Figure 1. The metal 1 layer.
Scale bar: 20 um. Supply wires on this layer in gray.
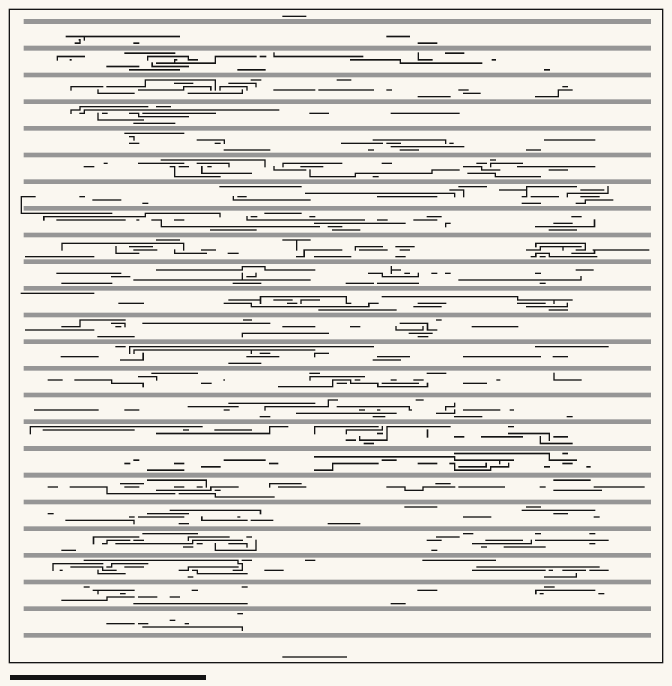
Figure 2. M2 wires.
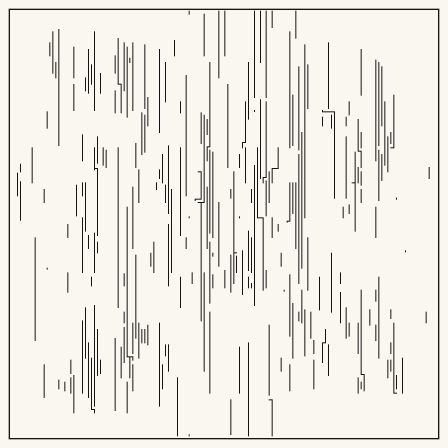
Figure 3. Signal wires on met3.
Scale bar: 20 um.
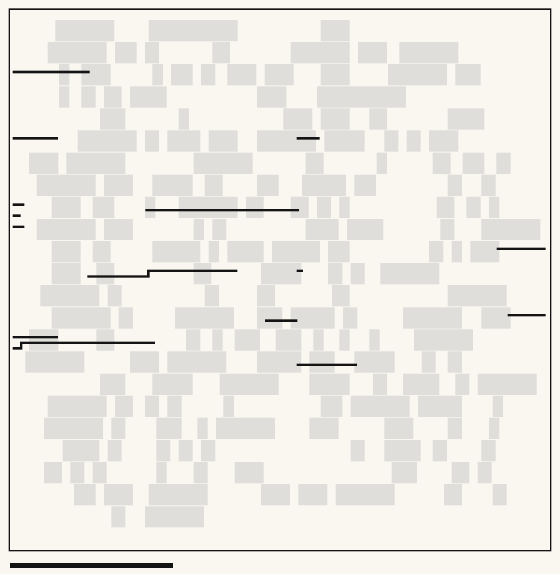
Figure 4. Selected gate families.
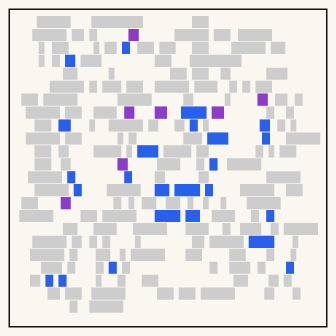
Figure 5. Clock wiring as the flow saved it.
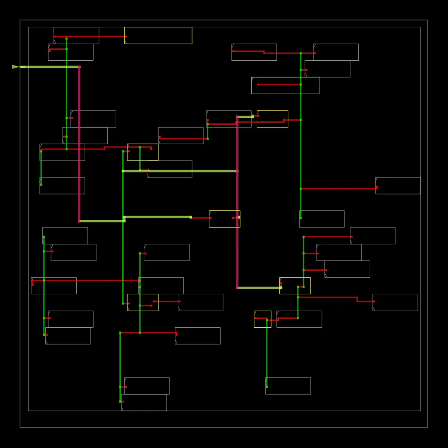
## src/rtl/cdb_arb_pkg.sv

```systemverilog
// Shared types and helpers for the common-data-bus arbiter.
package cdb_arb_pkg;

  localparam int NUM_REQ = 4;
  localparam int SEL_W   = 2;

  typedef logic [NUM_REQ-1:0] req_vec_t;
  typedef logic [SEL_W-1:0]   sel_t;

  function automatic req_vec_t onehot4(sel_t s);
    req_vec_t v;
    v    = '0;
    v[s] = 1'b1;
    return v;
  endfunction

endpackage

```

## src/rtl/rr_pick4.sv

```systemverilog
// Combinational 4-way round-robin picker: first set bit of elig scanning
// upward from ptr with wrap-around.
module rr_pick4
  import cdb_arb_pkg::*;
(
  input  req_vec_t elig,
  input  sel_t     ptr,
  output logic     found,
  output sel_t     winner
);

  sel_t cand;

  // Scan from the farthest candidate back to ptr so the nearest eligible one is kept.
  always_comb begin
    found  = 1'b0;
    winner = ptr;
    cand   = ptr;
    for (int k = NUM_REQ - 1; k >= 0; k--) begin
      cand = ptr + sel_t'(k);
      if (elig[cand]) begin
        found  = 1'b1;
        winner = cand;
      end
    end
  end

endmodule

```

## src/rtl/cdb_bus_arbiter.sv

```systemverilog
// Round-robin arbiter for the 4-source CDB: registered grant, NAND-mux select pair,
// stall/flush handling and per-requester starvation flags.
module cdb_bus_arbiter
  import cdb_arb_pkg::*;
#(
  parameter int PTR_RESET = 0,
  parameter int MAX_WAIT  = 15
) (
  input  logic       clk,
  input  logic       reset,
  input  logic [3:0] req,
  input  logic       stall,
  input  logic       flush,
  output logic [3:0] grant,
  output logic [1:0] select,
  output logic [1:0] invSelect,
  output logic       bus_valid,
  output logic [3:0] starve
);

  localparam int                WAIT_W   = $clog2(MAX_WAIT + 1);
  localparam logic [WAIT_W-1:0] WAIT_MAX = WAIT_W'(MAX_WAIT);
  localparam sel_t              PTR_INIT = sel_t'(PTR_RESET);

  sel_t     ptr;
  req_vec_t elig;
  logic     found;
  sel_t     winner;

  req_vec_t grant_nxt;
  sel_t     select_nxt;
  logic     bus_valid_nxt;
  sel_t     ptr_nxt;
  req_vec_t starve_nxt;

  // The unit holding the bus this cycle sits out the next arbitration.
  assign elig = req & ~grant;

  rr_pick4 u_pick (
    .elig   (elig),
    .ptr    (ptr),
    .found  (found),
    .winner (winner)
  );

  always_comb begin
    grant_nxt     = '0;
    select_nxt    = select;
    bus_valid_nxt = 1'b0;
    ptr_nxt       = ptr;
    if (!flush && !stall && found) begin
      grant_nxt     = onehot4(winner);
      select_nxt    = winner;
      bus_valid_nxt = 1'b1;
      ptr_nxt       = winner + 2'd1;
    end
  end

  always_ff @(posedge clk) begin
    if (!reset) begin
      grant     <= '0;
      select    <= 2'b00;
      invSelect <= 2'b11;
      bus_valid <= 1'b0;
      ptr       <= PTR_INIT;
      starve    <= '0;
    end else begin
      grant     <= grant_nxt;
      select    <= select_nxt;
      invSelect <= ~select_nxt;
      bus_valid <= bus_valid_nxt;
      ptr       <= ptr_nxt;
      starve    <= starve_nxt;
    end
  end

  // Per-requester wait counters, saturating at MAX_WAIT.
  for (genvar i = 0; i < NUM_REQ; i++) begin : g_wait
    logic [WAIT_W-1:0] cnt;
    logic [WAIT_W-1:0] cnt_nxt;

    always_comb begin
      cnt_nxt = cnt;
      if (flush || !req[i] || grant_nxt[i]) begin
        cnt_nxt = '0;
      end else if (cnt != WAIT_MAX) begin
        cnt_nxt = cnt + 1'b1;
      end
    end

    assign starve_nxt[i] = (cnt_nxt == WAIT_MAX);

    always_ff @(posedge clk) begin
      if (!reset) begin
        cnt <= '0;
      end else begin
        cnt <= cnt_nxt;
      end
    end
  end

endmodule

```

## config.mk

```make
export PLATFORM = sky130hd
export DESIGN_NAME = cdb_bus_arbiter
export DESIGN_NICKNAME = d
export VERILOG_FILES = /design/src/rtl/cdb_arb_pkg.sv /design/src/rtl/rr_pick4.sv /design/src/rtl/cdb_bus_arbiter.sv
export SDC_FILE = /design/constraint.sdc
export NUM_CORES = 1
export LEC_CHECK = 0
export CELL_PAD_IN_SITES_DETAIL_PLACEMENT = 1
export CELL_PAD_IN_SITES_GLOBAL_PLACEMENT = 2
export CORE_UTILIZATION = 35
export CTS_CLUSTER_SIZE = 28
export DETAILED_ROUTE_END_ITERATION = 8
export GPL_TIMING_DRIVEN = 1
export PLACE_DENSITY_LB_ADDON = 0.12
export SLEW_MARGIN = 10
export SYNTH_ARGS = -nofsm -noshare
export SYNTH_HDL_FRONTEND = slang
export SYNTH_SLANG_ARGS = --single-unit
```

## constraint.sdc

```tcl
create_clock -name clk -period 4.2 [get_ports clk]
set_clock_uncertainty 0.15 [all_clocks]
set_input_delay 0.63 -clock clk [delete_from_list [all_inputs] [get_ports clk]]
set_output_delay 0.63 -clock clk [all_outputs]
set_load 0.02 [all_outputs]
```

==> results.cfg <==
; implementation run metrics
[run_status]
status = finished, final reports clean

[power]
netSwitchingFraction = 0.2236
p_comb_frac = 0.098
ir_worst_vdd_uv = 200.0
p_per_area_nw_per_um2 = 395.7
pg_seq_uw = 308
p_seq_frac = 0.420
intPower_uw = 568.2
p_comb_uw = 71.5
p_switching_uw = 163.6
p_clk_frac = 0.482
total_power_uw = 731.8
p_leak_uw = 0.0006618

[synth]
ys_chip_area_sq_um = 1454
fp_nets = 165
synth.distinct_cells = 43
postSynthCellCount = 153
top_cells_by_area = dfxtp_1, nor3_1, nand3_1
synth-edff-count = 0
common_cells = dfxtp_1, nor3_1, nand3_1
flop_cell = dfxtp_1
seq_area_frac_synth = 0.4269
ys_cells = 153
synth.largest_area_cell = dfxtp_1
avgSynthCellArea_sq_um = 9.503
syn-cell-area_sq_um = 1454
async_reset_ff_frac = 0
ys.flops = 31
synth.most_common_cell = dfxtp_1
yosys.area.top_type_share = 0.4269
yosysWarnings = 0

[cells_and_area]
post-route-util = 0.4623
post-route-cell-area_sq_um = 1849
largest_registers = g_wait.cnt x16, grant x4, starve x4
nNetsFinal = 191
seq_area_sq_um = 620.6
logic_area_sq_um = 810.8
nFlopsAndLatches = 31
syn2layout_area_growth_pct = 27.19
nMultiInputCombCells = 116
final_cells = 230
largest_class = combinational gates
fill_cells = 470
comb_share = 0.4384
buf_share = 0.1083
antennaDiodeCount = 0
largest_register = g_wait.cnt
area.share.sequential = 0.3356
n_all_buffers = 20
inverters = 5
largest_register_ffs = 16
clk_share = 0.07375

[timing]
setup_tns_ns = 0
slew_viol_final = 0
fin_ws_ns = 1.872
tightest_slew_ns = 0.5365
fin_crit_sh = 0.5544
min_period_ns = 2.328
setup_viol = 0
relSlewSlack = 0.6423
fin_hold_ws_ns = 0.3331
hold_violations = 0
rsz0062_at_grt = false

[clock_tree]
post_cts_buffers = 0
cts_tree = done
clock_path_buffers = 2
cts_resized = 0
clk_pin_slew_worst_paths_ns = 0.07
hold_buffers = 0
htree_levels = 2

[placed_design]
io_buffers = 20
dp_slack_ns = 1.528
routabilityCongestion = 0.7393
dp_hpwl_mm = 2.474
placed_area_sq_um = 1713
dpl.cell_count = 222

[grt]
grtUsageTotal = 0.1657
grt_pass1_wl_mm = 5.382
met3_usage = 0.05993
grt_start_max_net_pins = 12
grt_util_met2 = 0.2589
busiest_layer = met2
grt_pass1_vias = 1160
grt_antenna_before_repair = 0
grt_overflow = 0

[routing]
detail_route.iter0.violations = 35
top_layer = met4
vias_per_cell = 5.191
first_pass_iters = 4
wl_met2_mm = 1.509
wl_met1_mm = 1.567
wirelength_mm = 3.231
wl_met3_um = 101
wl_per_cell_um = 14.05
ant_nets = 0
drt_drc_violations_left = 0

[floorplan]
die_area_sq_um = 4416
core-area_sq_um = 4000
ios = 21
fp.dieW_um = 66.45
chipHeight_um = 66.45
floorplan.core_util = 0.3635
rows = 23
taps = 50

[worst_setup_path]
crit_fanout = 11
cp-start-kind = input pin
crit_type = input pin to flip-flop
startpoint = reset
r2r-end = starve[2]
crit_chain = clkdlybuf4s50_1 > nor2b_1 > nand2_1 > a211o_1 > nor3_1
cp.required_ns = 4.26
path_buffers = 1
cp_data_arrival_time_ns = 2.39
path_depth = 5
timing.rr.start = grant[2]
r2r.worst_path.cells = 5
crit_path_end = starve[0]
cp_top_family = simple AND/OR/NAND/NOR gates
cp-end-kind = flip-flop
slowest_stage = clkdlybuf4s50_1
reg2reg_slack_ns = 2.41
critical-path-max-stage-delay_ns = 0.63

[hold_path]
min_to = starve[3]
min_path_type = flip-flop to flip-flop
holdPathStages = 2
min_from = g_wait[3].cnt[3]

[run]
warnings = 26
cap_viol_max_count = 0
About Figure 1:
- longest straight run: 24.8 um
- nets with wire on the layer: 181
GRT met1 Usage: 0.2034
via count: 1194

About Figure 2:
- wire length on this layer: 1510 um
- main direction: vertical
- share of all routed wire: 47%
- longest straight run: 26.9 um
- nets with wire on the layer: 169

About Figure 3:
- main direction: horizontal
- longest straight run: 18.6 um
- wire length on this layer: 102 um
- share of all routed wire: 3.2%
- nets with wire on the layer: 11

About Figure 4:
- AND and OR gates: purple (cells 7)
- inverting AOI/OAI gates: blue (cells 24)

About Figure 5:
CTS sink count: 31
CTS Buf Count: 5
clock buffers: 5
Clk. pwr: 353 uW
Latency at later pin: 0.28 ns

==> placed cells by master, fill, tap and decap left out, drive strengths merged, types with 2 or more instances in the layout <==
master	n
dfxtp	31
clkdlybuf4s50	20
nor3	18
nand3	13
o21ai	11
nor2	10
nand2	7
nand2b	7
inv	5
mux2i	5
clkbuf	5
xnor2	4
ha	4
nor2b	4
and3	3
a21o	3
a21oi	3
and2b	2
a311oi	2
nor3b	2
a31oi	2
bufinv	2
o221ai	2
==> cell families after synthesis <==
| kind of cell | synth area share |
|---|---|
| mux | 0.03442 |
| xor+xnor | 0.02409 |
| flops | 0.4269 |
| fa+ha+maj | 0.03442 |
| buf+inv | 0.01549 |
| simple gates | 0.2840 |
| compound gates | 0.1807 |
No activity file was given, so power comes from the tool's default toggle rates.
